`config.mk`:
```
export PLATFORM = sky130hd
export DESIGN_NAME = game_flow_ctrl_flat
export DESIGN_NICKNAME = d
export VERILOG_FILES = /design/src/rtl/game_flow_ctrl_if.sv /design/src/rtl/game_flow_ctrl.sv /design/src/flat_wrapper.sv
export SDC_FILE = /design/constraint.sdc
export NUM_CORES = 1
export LEC_CHECK = 0
export CAP_MARGIN = 20
export CORE_MARGIN = 1
export CORE_UTILIZATION = 50
export DETAILED_ROUTE_END_ITERATION = 8
export PLACE_DENSITY = 0.84
export SLEW_MARGIN = 5
export SYNTH_ARGS = -nofsm -noshare
export SYNTH_HDL_FRONTEND = slang
export SYNTH_SLANG_ARGS = --single-unit
```
`constraint.sdc`:
```
create_clock -name clk -period 6.35 [get_ports clk]
set_clock_uncertainty 0.15 [all_clocks]
set_input_delay 1.27 -clock clk [delete_from_list [all_inputs] [get_ports clk]]
set_output_delay 1.27 -clock clk [all_outputs]
set_load 0.01 [all_outputs]
```
`src/rtl/game_flow_ctrl_if.sv`:
```
// Game flow controller event/status bundle.
// master drives the event pulses, slave is the controller.
interface game_flow_ctrl_if #(
  parameter int DIGITS = 4
);
  logic                  start;
  logic                  tick;
  logic                  enemy_kill;
  logic                  boss_hit;
  logic                  player_hit;
  logic                  collision;
  logic [2:0]            state;
  logic                  play_en;
  logic                  boss_en;
  logic [4*DIGITS-1:0]   score;
  logic [3:0]            lives;
  logic [3:0]            boss_hp;
  logic                  invuln;

  modport master (
    output start, tick, enemy_kill, boss_hit, player_hit, collision,
    input  state, play_en, boss_en, score, lives, boss_hp, invuln
  );

  modport slave (
    input  start, tick, enemy_kill, boss_hit, player_hit, collision,
    output state, play_en, boss_en, score, lives, boss_hp, invuln
  );
endinterface

```
`src/rtl/game_flow_ctrl.sv`:
```
// Game flow FSM: BCD score, lives, boss phase, win/over hold states.
// Define GAME_FLOW_INVULN_EN to add the post-hit grace window.
module game_flow_ctrl #(
  parameter int DIGITS       = 4,
  parameter int LIVES        = 3,
  parameter int BOSS_KILLS   = 10,
  parameter int BOSS_HP      = 8,
  parameter int PTS_ENEMY    = 1,
  parameter int PTS_BOSS     = 5,
  parameter int INVULN_TICKS = 100
) (
  input  logic              clk,
  input  logic              rst,
  game_flow_ctrl_if.slave   bus
);
  typedef enum logic [2:0] {
    IDLE = 3'd0,
    PLAY = 3'd1,
    BOSS = 3'd2,
    OVER = 3'd3,
    WIN  = 3'd4
  } state_t;

  localparam int SW = 4*DIGITS;
  localparam int SUM_EB = PTS_ENEMY + PTS_BOSS;
  localparam logic [7:0] ADD_E  = 8'(PTS_ENEMY);
  localparam logic [7:0] ADD_B  = 8'(PTS_BOSS);
  localparam logic [7:0] ADD_EB = 8'(((SUM_EB / 10) << 4) | (SUM_EB % 10));

  state_t        state_q, state_nxt;
  logic [SW-1:0] score_q, score_nxt;
  logic [3:0]    lives_q, lives_nxt;
  logic [3:0]    hp_q, hp_nxt;
  logic [7:0]    kills_q, kills_nxt;
  logic          play_en_q, boss_en_q;
  logic          invuln_q;
  logic          active, kill, bhit, hit_ok;
  logic [7:0]    add;

  // b is a two-digit BCD addend; a carry out of the top digit saturates
  function automatic logic [SW-1:0] bcd_add(
    input logic [SW-1:0] a,
    input logic [7:0]    b
  );
    logic [SW-1:0] r;
    logic [4:0]    s;
    logic [3:0]    bd;
    logic          c;
    r = '0;
    c = 1'b0;
    for (int i = 0; i < DIGITS; i++) begin
      bd = 4'd0;
      if (i == 0) bd = b[3:0];
      else if (i == 1) bd = b[7:4];
      s = 5'(a[4*i +: 4]) + 5'(bd) + 5'(c);
      if (s > 5'd9) begin
        r[4*i +: 4] = 4'(s - 5'd10);
        c = 1'b1;
      end else begin
        r[4*i +: 4] = s[3:0];
        c = 1'b0;
      end
    end
    if (c || (DIGITS == 1 && b[7:4] != 4'd0))
      r = {DIGITS{4'h9}};
    return r;
  endfunction

`ifdef GAME_FLOW_INVULN_EN
  logic [9:0] grace_q, grace_nxt;
`else
  logic unused_tick;
  assign unused_tick = bus.tick;
  assign invuln_q    = 1'b0;
`endif

  always_comb begin
    state_nxt = state_q;
    score_nxt = score_q;
    lives_nxt = lives_q;
    hp_nxt    = hp_q;
    kills_nxt = kills_q;
    active    = (state_q == PLAY) || (state_q == BOSS);
    kill      = active && bus.enemy_kill;
    bhit      = (state_q == BOSS) && bus.boss_hit;
    hit_ok    = active && bus.player_hit &&
                (lives_q != 4'd0) && !invuln_q;
    add       = 8'h00;

    unique case (state_q)
      IDLE: if (bus.start) begin
        state_nxt = PLAY;
        score_nxt = '0;
        lives_nxt = 4'(LIVES);
        hp_nxt    = 4'(BOSS_HP);
        kills_nxt = '0;
      end
      OVER, WIN: if (bus.start) state_nxt = IDLE;
      default: ;
    endcase

    unique case (1'b1)
      kill && bhit:  add = ADD_EB;
      kill && !bhit: add = ADD_E;
      !kill && bhit: add = ADD_B;
      default:       add = 8'h00;
    endcase

    if (active) begin
      if (kill || bhit) score_nxt = bcd_add(score_q, add);
      if (kill && kills_q != 8'hff) kills_nxt = kills_q + 8'd1;
      if (bhit && hp_q != 4'd0) hp_nxt = hp_q - 4'd1;
      if (hit_ok) lives_nxt = lives_q - 4'd1;
      if (bus.collision) lives_nxt = 4'd0;
      // loss outranks a coinciding win or boss entry
      if (lives_nxt == 4'd0)
        state_nxt = OVER;
      else if (state_q == BOSS && hp_nxt == 4'd0)
        state_nxt = WIN;
      else if (state_q == PLAY && kills_nxt >= 8'(BOSS_KILLS))
        state_nxt = BOSS;
    end

`ifdef GAME_FLOW_INVULN_EN
    grace_nxt = grace_q;
    if (state_nxt != PLAY && state_nxt != BOSS)
      grace_nxt = '0;
    else if (hit_ok)
      grace_nxt = 10'(INVULN_TICKS);
    else if (bus.tick && grace_q != '0)
      grace_nxt = grace_q - 10'd1;
`endif
  end

  always_ff @(posedge clk) begin
    if (!rst) begin
      state_q   <= IDLE;
      score_q   <= '0;
      lives_q   <= 4'(LIVES);
      hp_q      <= 4'(BOSS_HP);
      kills_q   <= '0;
      play_en_q <= 1'b0;
      boss_en_q <= 1'b0;
    end else begin
      state_q   <= state_nxt;
      score_q   <= score_nxt;
      lives_q   <= lives_nxt;
      hp_q      <= hp_nxt;
      kills_q   <= kills_nxt;
      play_en_q <= (state_nxt == PLAY) || (state_nxt == BOSS);
      boss_en_q <= (state_nxt == BOSS);
    end
  end

`ifdef GAME_FLOW_INVULN_EN
  always_ff @(posedge clk) begin
    if (!rst) begin
      grace_q  <= '0;
      invuln_q <= 1'b0;
    end else begin
      grace_q  <= grace_nxt;
      invuln_q <= (grace_nxt != '0);
    end
  end
`endif

  assign bus.state   = state_q;
  assign bus.play_en = play_en_q;
  assign bus.boss_en = boss_en_q;
  assign bus.score   = score_q;
  assign bus.lives   = lives_q;
  assign bus.boss_hp = hp_q;
  assign bus.invuln  = invuln_q;
endmodule

```
`src/flat_wrapper.sv`:
```
// flat-port wrapper written by rule: the top's interface ports become plain ports
module game_flow_ctrl_flat 
#(
  parameter int DIGITS       = 4,
  parameter int LIVES        = 3,
  parameter int BOSS_KILLS   = 10,
  parameter int BOSS_HP      = 8,
  parameter int PTS_ENEMY    = 1,
  parameter int PTS_BOSS     = 5,
  parameter int INVULN_TICKS = 100
)
  (clk, rst, bus_start, bus_tick, bus_enemy_kill, bus_boss_hit, bus_player_hit, bus_collision, bus_state, bus_play_en, bus_boss_en, bus_score, bus_lives, bus_boss_hp, bus_invuln);
  game_flow_ctrl_if #(.DIGITS(DIGITS)) bus_i ();
  input  logic clk;
  input  logic rst;
  input wire logic [$bits(bus_i.start)-1:0] bus_start;
  input wire logic [$bits(bus_i.tick)-1:0] bus_tick;
  input wire logic [$bits(bus_i.enemy_kill)-1:0] bus_enemy_kill;
  input wire logic [$bits(bus_i.boss_hit)-1:0] bus_boss_hit;
  input wire logic [$bits(bus_i.player_hit)-1:0] bus_player_hit;
  input wire logic [$bits(bus_i.collision)-1:0] bus_collision;
  output wire logic [$bits(bus_i.state)-1:0] bus_state;
  output wire logic [$bits(bus_i.play_en)-1:0] bus_play_en;
  output wire logic [$bits(bus_i.boss_en)-1:0] bus_boss_en;
  output wire logic [$bits(bus_i.score)-1:0] bus_score;
  output wire logic [$bits(bus_i.lives)-1:0] bus_lives;
  output wire logic [$bits(bus_i.boss_hp)-1:0] bus_boss_hp;
  output wire logic [$bits(bus_i.invuln)-1:0] bus_invuln;
  assign bus_i.start = bus_start;
  assign bus_i.tick = bus_tick;
  assign bus_i.enemy_kill = bus_enemy_kill;
  assign bus_i.boss_hit = bus_boss_hit;
  assign bus_i.player_hit = bus_player_hit;
  assign bus_i.collision = bus_collision;
  assign bus_state = bus_i.state;
  assign bus_play_en = bus_i.play_en;
  assign bus_boss_en = bus_i.boss_en;
  assign bus_score = bus_i.score;
  assign bus_lives = bus_i.lives;
  assign bus_boss_hp = bus_i.boss_hp;
  assign bus_invuln = bus_i.invuln;
  game_flow_ctrl #(.DIGITS(DIGITS), .LIVES(LIVES), .BOSS_KILLS(BOSS_KILLS), .BOSS_HP(BOSS_HP), .PTS_ENEMY(PTS_ENEMY), .PTS_BOSS(PTS_BOSS), .INVULN_TICKS(INVULN_TICKS)) u_core (.clk(clk), .rst(rst), .bus(bus_i));
endmodule
```
Run 1, the metal 3 layer:
Drawn at 6 px/µm.
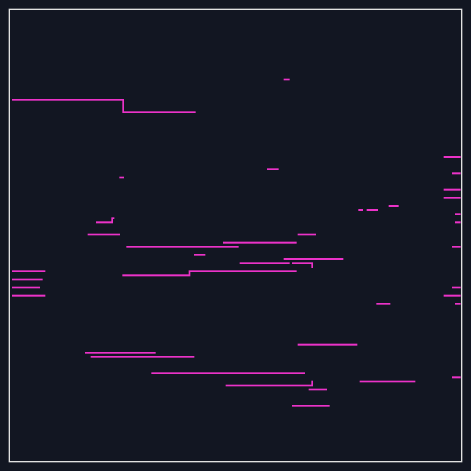
The layer carries 267 µm of wire. The layer holds 3.9% of the routed length. 35 nets have wire on it.

Run 1, clock nets:
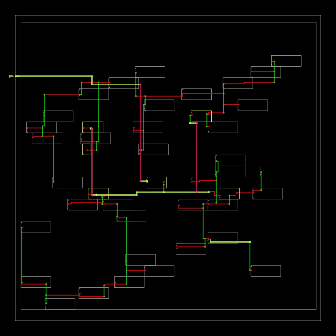
Seq cells: 37
Layout clock buffers: 5
cts bufs inserted: 5
Clock Power: 152 µW
Sink Count: 37

Run 1, routed metal per tile:
Drawn at 4 px/µm. The die is cut into 15 by 15 equal tiles; black is low, pale yellow is high, scaled to the fullest tile. Values are wire area over tile area, all layers added.
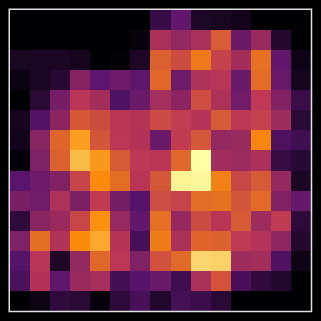
The mean over all tiles is 0.19. 12% of the tiles are nearly empty. The fullest tile reaches 0.55. The densest ninth of the die: centre. 28% of the tiles are over half the peak. The emptiest ninth of the die: north-west.
gr usage total: 24.4%
final WL: 6890 µm
DR WL/cell: 14.6 µm
vias: 2764

==> reports/metrics.yaml, run 1 <==
max_freq_ghz: 0.167
switching_share_pct: 39.9
worstHoldStart: "u_core.kills_q[1]"
pwr-share-comb_pct: 45.2
worst_setup_path_start_kind: "input port"
adder_share_pct: 9.16
grt_pass1_wl_um: 10700
clkTransAtPathRegs_ns: 0.07
rows: 26
seq_power_uw: 287
most_common_cell: "nor2_1"
comb.multi_input.count: 274
tns_ns: 0
hold_buffers: 0
setup_viol: 0
slowest_stage: "ha_4"
core_area_mm2: 0.00514
drt_pass1_iterations: 4
sh_seq_area_pct: 20.9
internal_power_uw: 482
crit_family: "adder cells"
syn2layout_area_growth_pct: 32.2
fin_area_mm2: 0.00354
cts_setup_buffers: 0
yosysWarnings: 0
run_status: "completed"
diodes: 0
p_total_uw: 801
cpPeakStageDelay_ns: 0.28
warnings: 32
synth_flops: 37
signal_buffers: 71
dieArea_mm2: 0.00565
ys_sh_simple_pct: 27.7
lay_top_count: "nor2_1"
worst_hold_slack_ns: 0.353
fin_cells: 473
boundaryPins: 38
maxCapViolations: 0
synthArstFlopShare_pct: 0
ctsResizeCount: 9
ys_chip_area_mm2: 0.00268
cts_root_buf: "clkbuf_8"
layout_top_cells: "nor2_1 (41), dfxtp_1 (37), clkdlybuf4s50_1 (33)"
yosysTopAreaCell: "dfxtp_1"
fin_crit_sh_pct: 94.3
place.gp.congestion: 0.846
rsz0062_at_grt: "no"
synthXorXnorAreaFrac_pct: 4.53
antenna_left: 0
clock_area_share_pct: 2.09
dr_wl_met2_um: 3570
dominant_cells: "multi-input combinational cells"
whs_path_depth: 2
p_per_area_mw_per_mm2: 227
grt-ovfl-total: 0
synthTopCellsByArea: "dfxtp_1 (28%), ha_1 (8.4%), a21oi_1 (6.7%)"
top_layer: "met4"
grt_pass1_vias: 2479
worstPathRequired_ns: 6.34
place_hpwl_um: 4620
pwr-share-clk_pct: 19.0
place_ws_ns: -0.501
maxPowerGroup: "combinational cells"
bufAreaShareNonClock_pct: 18.1
seqPwrFrac_pct: 35.8
place_inst: 461
wl_met3_um: 267
top_cell_area_share_pct: 27.7
cpMostUsedCell: "ha_4"
slew_viol_final: 0
flop_area_um2: 741
logic_area_mm2: 0.00194
tritoncts: "done"
r2r_slack_ns: 0.73
r2r-end: "u_core.bus.score[12]"
ys_types: 70
worstSetupEndpoint: "u_core.bus.score[12]"
antenna_found_initial: 0
worstRegToRegCells: 30
fp_nets: 371
tap_cells: 70
insertion_delay_ns: 0.29
finalHoldViolCount: 0
met2_usage_pct: 44.2
met1Wirelength_um: 2920
cts_buffer_depth: 2
--- run 2 (diff from run 1) ---
--- a/config.mk
+++ b/config.mk
@@ -10,5 +10,7 @@
 export CORE_UTILIZATION = 50
 export DETAILED_ROUTE_END_ITERATION = 8
+export GPL_TIMING_DRIVEN = 0
 export PLACE_DENSITY = 0.84
+export SKIP_LAST_GASP = 1
 export SLEW_MARGIN = 5
 export SYNTH_ARGS = -nofsm -noshare
--- a/constraint.sdc
+++ b/constraint.sdc
@@ -3,3 +3,3 @@
 set_input_delay 1.27 -clock clk [delete_from_list [all_inputs] [get_ports clk]]
 set_output_delay 1.27 -clock clk [all_outputs]
-set_load 0.01 [all_outputs]
+set_load 0.05 [all_outputs]
Run 2, clock nets:
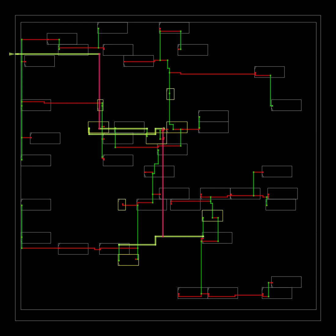
Clock Power: 164 µW
clk ins delay skew pair: 0.29 ns
Layout clock buffers: 6

==> reports/metrics.yaml, run 2 <==
run_status: "completed"
ctsResizeCount: 20  # +11
rsz0062_at_grt: "no"
dominant_cells: "multi-input combinational cells"
cts_setup_buffers: 16  # +16
grt_pass1_vias: 2431  # -1.9%
top_layer: "met4"
worstHoldStart: "u_core.kills_q[1]"
place.gp.congestion: 0.894  # +5.7%
boundaryPins: 38  # unchanged
layout_top_cells: "nor2_1 (40), dfxtp_1 (37), clkdlybuf4s50_1 (33)"
grt_most_used_layer: "met2"
core_area_mm2: 0.00514  # unchanged
seqPwrFrac_pct: 32.1  # -3.7 points
finalHoldViolCount: 0  # unchanged
synthTopCellsByArea: "dfxtp_1 (28%), ha_1 (8.4%), a21oi_1 (6.7%)"
slowest_stage: "fa_2"
place_inst: 449  # -2.6%
ys_sh_simple_pct: 27.7  # unchanged
clock_area_share_pct: 2.32  # +0.24 points
adder_share_pct: 9.16  # unchanged
pwr-share-comb_pct: 49.4  # +4.2 points
setup_viol: 0  # unchanged
grt-ovfl-total: 0  # unchanged
dr_wl_met2_um: 3550  # -0.45%
r2r_slack_ns: 0.71  # -0.02 ns
wl_per_cell_um: 14.9  # +2.2%
cts_root_buf: "clkbuf_8"
whs_path_depth: 2  # unchanged
logic_area_mm2: 0.00194  # +0.32%
numCtsBuffers: 5  # unchanged
rows: 26  # unchanged
synth_flops: 37  # unchanged
seq_power_uw: 283  # -1%
place_hpwl_um: 4630  # +0.38%
warnings: 32  # unchanged
dieArea_mm2: 0.00565  # unchanged
signal_buffers: 74  # +4.2%
antenna_found_initial: 0  # unchanged
p_total_uw: 884  # +10%
worst_setup_path_start_kind: "input port"
tns_ns: 0  # unchanged
tap_cells: 70  # unchanged
ys_types: 70  # unchanged
internal_power_uw: 491  # +1.9%
worstPathRequired_ns: 6.37  # +0.03 ns
fin_cells: 478  # +1.1%
grt_usage_pct: 24.6  # +0.24 points
crit_cells: 32
drt_pass1_iterations: 7  # +3
grt_pass1_wl_um: 10700  # +0.33%
syn2layout_area_growth_pct: 32.7
worst_hold_slack_ns: 0.366  # +0.0132 ns
diodes: 0  # unchanged
r2r-end: "u_core.bus.score[7]"
antenna_left: 0  # unchanged
maxCapViolations: 0  # unchanged
ys_chip_area_mm2: 0.00268  # unchanged
most_common_cell: "nor2_1"
pwr-share-clk_pct: 18.5  # -0.5 points
yosysWarnings: 0  # unchanged
lay_top_count: "nor2_1"
slew_viol_final: 0  # unchanged
yosysTopAreaCell: "dfxtp_1"
cts_buffer_depth: 2  # unchanged
fin_crit_sh_pct: 94.9  # +0.58 points
flops: 37  # unchanged
fin_area_mm2: 0.00355  # +0.42%
sh_seq_area_pct: 20.9  # -0.089 points
flop_area_um2: 741  # unchanged
clock-sinks: 37  # unchanged
met2_usage_pct: 42.8  # -1.4 points
wl_um: 7120  # +3.3%
met1Wirelength_um: 3140  # +7.3%
vias: 2840  # +2.7%
synthArstFlopShare_pct: 0  # unchanged
comb.multi_input.count: 274  # unchanged
synthXorXnorAreaFrac_pct: 4.53  # unchanged
worstRegToRegCells: 31  # +3.3%
crit_family: "adder cells"
tritoncts: "done"
place_ws_ns: -1.02  # -0.519 ns
wl_met3_um: 336  # +26%
hold_buffers: 0  # unchanged
p_per_area_mw_per_mm2: 249  # +9.8%
No activity file was given, so power comes from the tool's default toggle rates.
